run_1/clock_wires.png
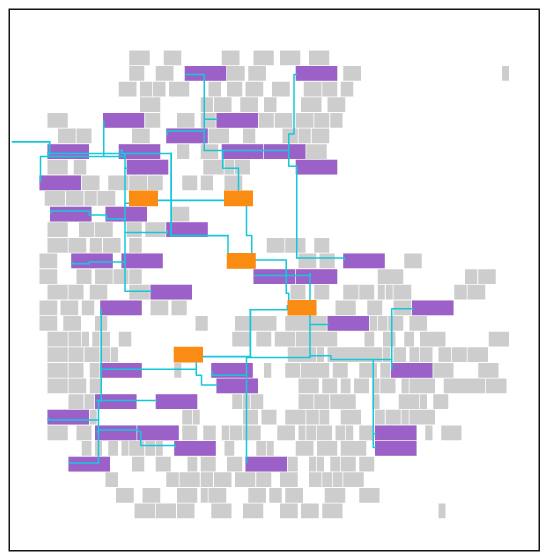
run_1/ff_map.png
Bar = 20 microns.
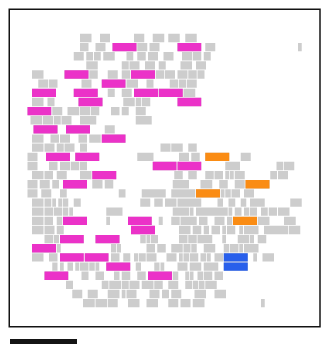
run_1/class_map.png
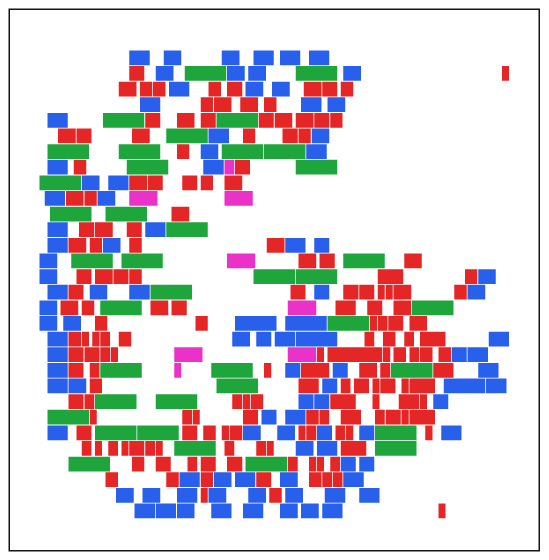
`src/rtl/exc_ctrl_pkg.sv`:
```
// Shared definitions for the exception controller: MIPS ExcCode values,
// the default general exception vector, the flush counter width and the
// controller FSM states.
package exc_ctrl_pkg;

  // ExcCode values written to CP0 Cause.ExcCode
  localparam logic [4:0] EXC_INT  = 5'h00;
  localparam logic [4:0] EXC_ADEL = 5'h04;
  localparam logic [4:0] EXC_ADES = 5'h05;
  localparam logic [4:0] EXC_SYS  = 5'h08;
  localparam logic [4:0] EXC_BP   = 5'h09;
  localparam logic [4:0] EXC_OV   = 5'h0C;

  // General exception entry point (BEV=1 boot vector + 0x180)
  localparam logic [31:0] EXC_VECTOR_DEFAULT = 32'hBFC00380;

  // Flush down-counter width; supports flush lengths 1..15
  localparam int CNT_W = 4;

  typedef enum logic [1:0] {
    ST_IDLE     = 2'd0,
    ST_FLUSH    = 2'd1,
    ST_REDIRECT = 2'd2
  } state_e;

  // Interrupt is pending when IE=1, EXL=0 and an unmasked IP bit is set.
  function automatic logic irq_pending(input logic [31:0] status,
                                       input logic [31:0] cause);
    return status[0] & ~status[1] & (|(cause[15:8] & status[15:8]));
  endfunction

endpackage

```
`src/rtl/exc_ctrl_prio.sv`:
```
// Fixed-priority selector for the exception controller. Purely
// combinational: picks the winning cause among interrupt, synchronous
// exceptions and eret, and reports its ExcCode.
// Priority: interrupt > AdEL > AdES > Ov > Sys > Bp > eret.
module exc_prio
  import exc_ctrl_pkg::*;
(
  input  logic       int_pending_i,
  input  logic       adel_i,
  input  logic       ades_i,
  input  logic       overflow_i,
  input  logic       syscall_i,
  input  logic       break_i,
  input  logic       eret_i,
  output logic       valid_o,
  output logic       is_eret_o,
  output logic [4:0] exccode_o
);

  // Priority chain: first matching cause wins.
  always_comb begin
    // NOTE: every output gets a default before the if-chain so no path
    // leaves a signal unassigned, which would otherwise infer a latch.
    valid_o   = 1'b1;
    is_eret_o = 1'b0;
    exccode_o = EXC_INT;
    if (int_pending_i) begin
      exccode_o = EXC_INT;
    end else if (adel_i) begin
      exccode_o = EXC_ADEL;
    end else if (ades_i) begin
      exccode_o = EXC_ADES;
    end else if (overflow_i) begin
      exccode_o = EXC_OV;
    end else if (syscall_i) begin
      exccode_o = EXC_SYS;
    end else if (break_i) begin
      exccode_o = EXC_BP;
    end else if (eret_i) begin
      is_eret_o = 1'b1;
    end else begin
      valid_o = 1'b0;
    end
  end

endmodule

```
`src/rtl/exc_ctrl.sv`:
```
// Exception / eret controller for the MEM stage. On an event it issues a
// one-cycle commit pulse to CP0, flushes the pipeline for FLUSH_CYCLES
// cycles, then holds a valid/ready redirect to fetch until accepted.
// Configuration: define EXC_CTRL_INT_EN to enable interrupt detection;
// without it only synchronous exceptions and eret are handled.
module exc_ctrl #(
  parameter logic [31:0] EXC_VECTOR   = exc_ctrl_pkg::EXC_VECTOR_DEFAULT,
  parameter int          FLUSH_CYCLES = 2
) (
  input  logic        clk,
  input  logic        rst,
  input  logic        mem_valid_i,
  input  logic        syscall_i,
  input  logic        break_i,
  input  logic        overflow_i,
  input  logic        adel_i,
  input  logic        ades_i,
  input  logic        eret_i,
  input  logic        delayslot_i,
  input  logic [31:0] pc_i,
  input  logic [31:0] status_i,
  input  logic [31:0] cause_i,
  input  logic [31:0] epc_i,
  output logic        exc_commit_o,
  output logic [4:0]  exccode_o,
  output logic        eret_commit_o,
  output logic        flush_o,
  output logic        stall_o,
  output logic        redirect_valid_o,
  output logic [31:0] redirect_pc_o,
  input  logic        redirect_ready_i
);

  import exc_ctrl_pkg::*;

  // Counter is loaded with FLUSH_CYCLES-1 and the FSM leaves FLUSH when it
  // reads zero, giving exactly FLUSH_CYCLES flush cycles.
  localparam logic [CNT_W-1:0] FLUSH_LOAD = CNT_W'(FLUSH_CYCLES - 1);

  state_e           state_q, state_d;
  logic [CNT_W-1:0] cnt_q, cnt_d;
  logic [31:0]      target_q, target_d;

  logic             int_pending;
  logic             prio_valid;
  logic             prio_is_eret;
  logic [4:0]       prio_code;
  logic             event_valid;

  // delayslot_i and pc_i are passed to CP0 by the top level, and only a
  // few Status/Cause bits matter here; fold the rest into a sink.
  logic             unused_inputs;
  assign unused_inputs = ^{delayslot_i, pc_i, status_i, cause_i};

`ifdef EXC_CTRL_INT_EN
  assign int_pending = irq_pending(status_i, cause_i);
`else
  assign int_pending = 1'b0;
`endif

  exc_prio u_prio (
    .int_pending_i (int_pending),
    .adel_i        (mem_valid_i & adel_i),
    .ades_i        (mem_valid_i & ades_i),
    .overflow_i    (mem_valid_i & overflow_i),
    .syscall_i     (mem_valid_i & syscall_i),
    .break_i       (mem_valid_i & break_i),
    .eret_i        (mem_valid_i & eret_i),
    .valid_o       (prio_valid),
    .is_eret_o     (prio_is_eret),
    .exccode_o     (prio_code)
  );

  // Suppress events while reset is asserted so no commit pulse escapes
  // during a reset cycle.
  assign event_valid = prio_valid & ~rst;

  // State, flush counter and redirect target registers.
  always_ff @(posedge clk) begin
    // NOTE: sequential state uses non-blocking assignments so every flop
    // samples its pre-edge value, independent of statement order.
    if (rst) begin
      state_q  <= ST_IDLE;
      cnt_q    <= '0;
      target_q <= '0;
    end else begin
      state_q  <= state_d;
      cnt_q    <= cnt_d;
      target_q <= target_d;
    end
  end

  // Next-state and output decode.
  always_comb begin
    state_d          = state_q;
    cnt_d            = cnt_q;
    target_d         = target_q;
    exc_commit_o     = 1'b0;
    exccode_o        = 5'h00;
    eret_commit_o    = 1'b0;
    flush_o          = 1'b0;
    stall_o          = 1'b0;
    redirect_valid_o = 1'b0;
    redirect_pc_o    = 32'h0;

    unique case (state_q)
      ST_IDLE: begin
        if (event_valid) begin
          state_d = ST_FLUSH;
          cnt_d   = FLUSH_LOAD;
          if (prio_is_eret) begin
            eret_commit_o = 1'b1;
            target_d      = epc_i;
          end else begin
            exc_commit_o  = 1'b1;
            exccode_o     = prio_code;
            target_d      = EXC_VECTOR;
          end
        end
      end

      ST_FLUSH: begin
        flush_o = 1'b1;
        stall_o = 1'b1;
        if (cnt_q == '0) begin
          state_d = ST_REDIRECT;
        end else begin
          cnt_d = cnt_q - 1'b1;
        end
      end

      ST_REDIRECT: begin
        stall_o          = 1'b1;
        redirect_valid_o = 1'b1;
        redirect_pc_o    = target_q;
        if (redirect_ready_i) begin
          state_d  = ST_IDLE;
          target_d = 32'h0;
        end
      end

      default: begin
        state_d = ST_IDLE;
      end
    endcase
  end

endmodule

```
`config.mk`:
```
export PLATFORM = sky130hd
export DESIGN_NAME = exc_ctrl
export DESIGN_NICKNAME = d
export VERILOG_FILES = /design/src/rtl/exc_ctrl_pkg.sv /design/src/rtl/exc_ctrl_prio.sv /design/src/rtl/exc_ctrl.sv
export SDC_FILE = /design/constraint.sdc
export NUM_CORES = 1
export LEC_CHECK = 0
export CAP_MARGIN = 20
export CORE_AREA = 5 5 87 89
export CTS_CLUSTER_SIZE = 20
export DETAILED_ROUTE_END_ITERATION = 10
export DIE_AREA = 0 0 92 94
export PLACE_DENSITY = 0.87
export RECOVER_POWER = 100
export SYNTH_ARGS = -nofsm -noshare
export SYNTH_HDL_FRONTEND = slang
export SYNTH_SLANG_ARGS = --single-unit
export TNS_END_PERCENT = 1
```
`constraint.sdc`:
```
create_clock -name clk -period 2.1 [get_ports clk]
set_clock_uncertainty 0.05 [all_clocks]
set_input_delay 0.21 -clock clk [delete_from_list [all_inputs] [get_ports clk]]
set_output_delay 0.21 -clock clk [all_outputs]
set_load 0.02 [all_outputs]
```
==> Slide: Implementation Results, run 1 <==
Run Summary

Power
  – Clock group: approximately 520 uW
  – Sw frac: 38.1%
  – Power after layout: 2.68 mW
  – LEAKAGE: around 1.3 nW
  – Comb power frac: 46.7%
  – Power Density: 873 mW/mm^2
  – Biggest consumer: combinational logic
  – Seq pwr: 906 uW
  – Power share of the clock group: 19.4%
  – Seq pwr share: 33.8%

Setup path
  – Worst r2r dst: target_q[9]
  – FF-to-FF setup slack: 0.15 ns
  – Crit Path Class: flop to output pin
  – Crit path largest cell delay: approximately 0.67 ns
  – Setup crit end kind: output pin
  – Cell depth of the worst setup path: 3
  – Slowest-stage cell, CP: clkdlybuf4s50_1
  – WP buf/inv: 2
  – Worst Path Required: 1.84 ns
  – Crit path DAT: 1.72 ns
  – Worst setup path endpoint: flush_o

Worst hold path
  – Worst Min Path Start: target_q[22]
  – Worst hold path depth: 2

Finish
  – Final Non-Filler Cells: between 300 and 400
  – Largest Register: target_q
  – Inverter count: 6
  – Final non-filler cell area: between 0.003 and 0.004 sq mm
  – Max reg flops: 32
  – Fraction of area in clock buffers and inverters: 2.98%
  – Finished Core Util: 45.9%
  – Registers: 38
  – Fill count: 668
  – Biggest registers after layout: target_q (32), cnt_q (4), state_q (2)
  – Ratio of cells with drive above 1 in the final layout: 12.0%
  – Layout Nets: approximately 460
  – Flop area: 761 sq um
  – Sequential share of cell area: between 20% and 30%
  – Leading cell type in the layout, fill and taps excluded: clkdlybuf4s50_1

STA
  – Max-Slew Margin vs Limit: a little under half
  – Setup TNS: 0 ns
  – Pins Over Slew Limit: 0
  – Final Setup Violations: 0
  – Fmax: 504 MHz
  – Least-Margin Pin Slew: 0.803 ns
  – RSZ-0062 raised after global routing: false

Outcome
  – Status: finished clean

Place
  – Placed Area: 0.00302 sq mm
  – Port bufs: 81

Die
  – Rows: 30
  – Core ar.: 0.00668 sq mm
  – Full die area: 0.00865 sq mm
  – Die W: 92 microns
  – Fp util: 30.4%
  – Die height: 94 microns

Clocking
  – CTS Buf Count: 5
  – # resized after CTS: 37
  – Clock sink total: 38
  – Skew-Pair Late Insertion Delay: 0.29 ns
  – TritonCTS clock tree: yes
  – Clk slew on worst S/H paths: 0.08 ns

Synth
  – Top cells by count: dfxtp_1, and2_1, nor3b_1
  – Most numerous cell in the Yosys netlist: dfxtp_1
  – Yosys stat chip area: 0.00203 sq mm
  – Dominant cell area share: between 30% and 40%
  – Fraction of registers with async set/reset: 0%
  – Basic Gates by Area: 29.3%
  – Mean post-synth cell area: 8.83 sq um
  – Synth Seq Share: 37.5%
  – Distinct lib cells used: 42
  – Post-synth EDFFs: 0
  – Comb area leader: simple AND/OR/NAND/NOR gates
  – Synthesized area: 0.00203 sq mm

Run
  – Max-Cap Viols: 0

Global routing
  – Global-route wire length before repair: 8780 microns
  – Largest net degree at the start of global routing: 33
  – Initial antenna violation count: 0
  – Met2 usage: 22.6%
  – GR Overflow Total: 0
  – GRT Overall Usage: 12.5%

Detailed routing
  – Routed Wire Length: ~5500 microns
  – Routed vias: 1966
  – Pre-antenna DRT Iters: 4
  – Met2 routed WL: ~2800 microns
  – Antenna viol nets, final: 0
Back to the opening pictures, clock_wires.png:
legend:
  clock-net drivers:
    color: orange
    count: 5
  flip-flops:
    color: purple
    count: 38
  clock wires:
    color: cyan
    length: 527 microns
routed clock nets: 6

Back to the opening pictures, ff_map.png:
legend:
  `target_q`:
    color: magenta
    placed_flops: 32
  `cnt_q`:
    color: orange
    placed_flops: 4
  `state_q`:
    color: blue
    placed_flops: 2

Back to the opening pictures, class_map.png:
legend:
  remaining buffers and delay cells:
    color: blue
    cells: 100
    share_of_their_area: 32%
  registers:
    color: green
    cells: 38
    share_of_their_area: 26%
  remaining logic cells:
    color: red
    cells: 171
    share_of_their_area: 39%
  clock drivers and dummy loads:
    color: magenta
    cells: 8
    share_of_their_area: 3.1%

==> run 2, diff against run 1 <==
--- a/config.mk
+++ b/config.mk
@@ -6,10 +6,10 @@
 export NUM_CORES = 1
 export LEC_CHECK = 0
 export CAP_MARGIN = 20
-export CORE_AREA = 5 5 87 89
+export CORE_AREA = 2 2 84 86
 export CTS_CLUSTER_SIZE = 20
 export DETAILED_ROUTE_END_ITERATION = 10
-export DIE_AREA = 0 0 92 94
+export DIE_AREA = 0 0 86 88
 export PLACE_DENSITY = 0.87
 export RECOVER_POWER = 100
 export SYNTH_ARGS = -nofsm -noshare
==> run 2 against run 1 <==
Effect of this change: critical path depth is the same; power shrank 1.7%; sequential share of layout area grew 0.28 points; synthesized cell count is the same; critical path type unchanged; die size shrank 12%; non-clock buffer count shrank 1.
==> Slide: Implementation Results, run 2 <==
Run Summary

Outcome
  – Status: finished clean

Detailed routing
  – Drt via density: just under 5
  – Met3 Wirelength: 298 microns
  – Routed Wire Length: between 5000 and 6000 microns
  – DRC: 0
  – Met2 routed WL: about 2600 microns
  – Antenna viol nets, final: 0
  – Routed vias: between 1.5k and 2k
  – Pre-antenna DRT Iters: 4

Setup path
  – Critical path's top delay family: buffers and inverters
  – FF-to-FF setup slack: 0.15 ns
  – Slowest-stage cell, CP: clkdlybuf4s50_1
  – Crit path largest cell delay: ~0.67 ns
  – Worst-path cell chain: inv_1 > ha_1 > clkdlybuf4s50_1
  – Cell depth of the worst setup path: 3
  – Crit Path Class: flop to output pin
  – Setup crit end kind: output pin
  – Worst r2r dst: target_q[14]
  – WP buf/inv: 2

STA
  – Pins Over Slew Limit: 0
  – Final Setup Violations: 0
  – Setup TNS: 0 ns
  – Least-Margin Pin Slew: around 0.8 ns

Synth
  – Synth Seq Share: 37.5%
  – Dominant cell area share: 37.5%
  – Mean post-synth cell area: 8.83 sq um
  – Post-synth EDFFs: 0
  – Comb area leader: simple AND/OR/NAND/NOR gates
  – Top cells by count: dfxtp_1, and2_1, nor3b_1
  – Distinct lib cells used: 42
  – Yosys stat chip area: 0.00203 sq mm
  – Ys cells: about 230
  – Basic Gates by Area: approximately 30%
  – Fraction of registers with async set/reset: 0%
  – Most numerous cell in the Yosys netlist: dfxtp_1

Place
  – Port bufs: roughly 81
  – Placed Area: 0.00300 sq mm

Finish
  – Ratio of cells with drive above 1 in the final layout: about an eighth
  – Fill count: 651
  – Final non-filler cell area: 0.00303 sq mm
  – Layout Nets: 458
  – Biggest registers after layout: target_q (32), cnt_q (4), state_q (2)
  – Top cells excl fill/tap: clkdlybuf4s50_1, dfxtp_1, dlygate4sd2_1
  – Max reg flops: 32
  – Fraction of area in clock buffers and inverters: 3.14%
  – Flop area: 761 sq um
  – Final Non-Filler Cells: 396
  – Largest Register: target_q
  – Leading cell type in the layout, fill and taps excluded: clkdlybuf4s50_1
  – Finished Core Util: 45.6%

Clocking
  – TritonCTS clock tree: yes
  – Clock sink total: 38
  – # resized after CTS: 35
  – Clk slew on worst S/H paths: 0.07 ns

Die
  – Die W: 86 microns
  – N_taps: 80
  – Die height: about 88 microns
  – Fp util: 30.6%
  – Full die area: between 0.007 and 0.008 sq mm
  – Rows: 30
  – Core ar.: 0.00664 sq mm

Global routing
  – Met2 usage: 25.3%
  – Initial antenna violation count: 0
  – Largest net degree at the start of global routing: 39
  – GR Overflow Total: 0
  – GRT Overall Usage: 14.3%

Power
  – Sw frac: 38.7%
  – Power share of the clock group: between 10% and 20%
  – Power after layout: around 2.6 mW
  – Power Density: 868 mW/mm^2
  – Comb power frac: roughly 46%
  – Seq pwr share: 34.5%
  – Seq pwr: 909 uW
  – Clock group: 519 uW
  – LEAKAGE: 1.27 nW

Run
  – Max-Cap Viols: 0

Worst hold path
  – Worst Min Path Start: target_q[22]
  – Worst hold path depth: 2
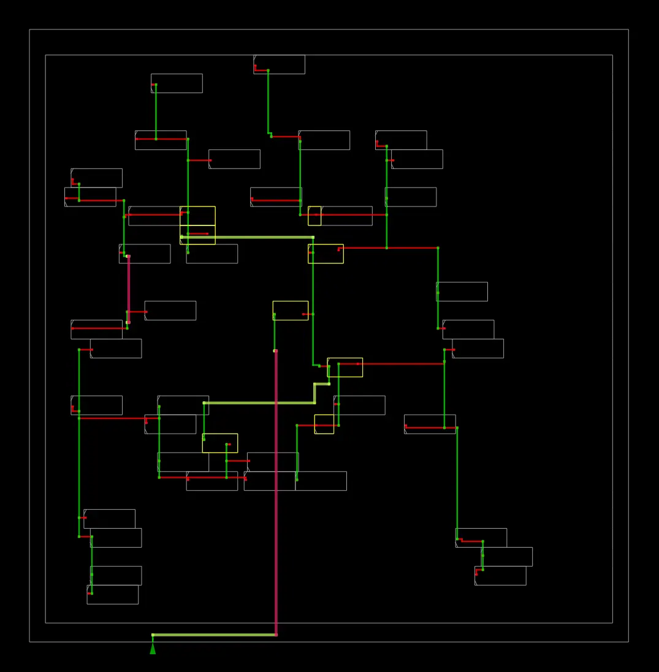
run_2/clock_nets.png
Skew-Pair Late Insertion Delay: 0.28 ns
registers: 38

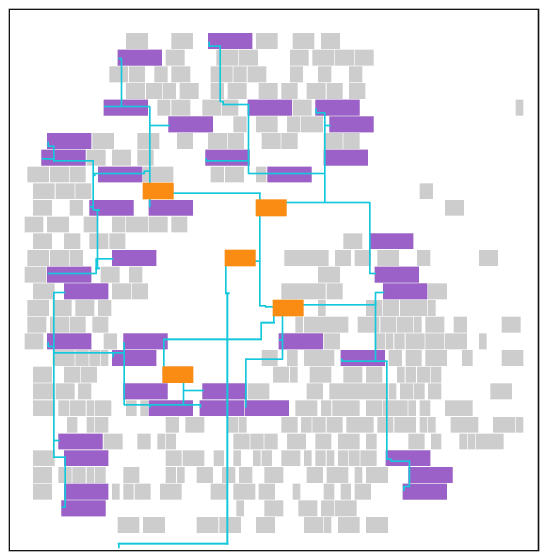
run_2/clock_wires.png
legend:
  flip-flops:
    color: purple
    count: 38
  clock wires:
    color: cyan
    length: 490 microns
  clock-net drivers:
    color: orange
    count: 5
flops lie: all over the die
routed clock nets: 6

No activity file was given, so power comes from the tool's default toggle rates.
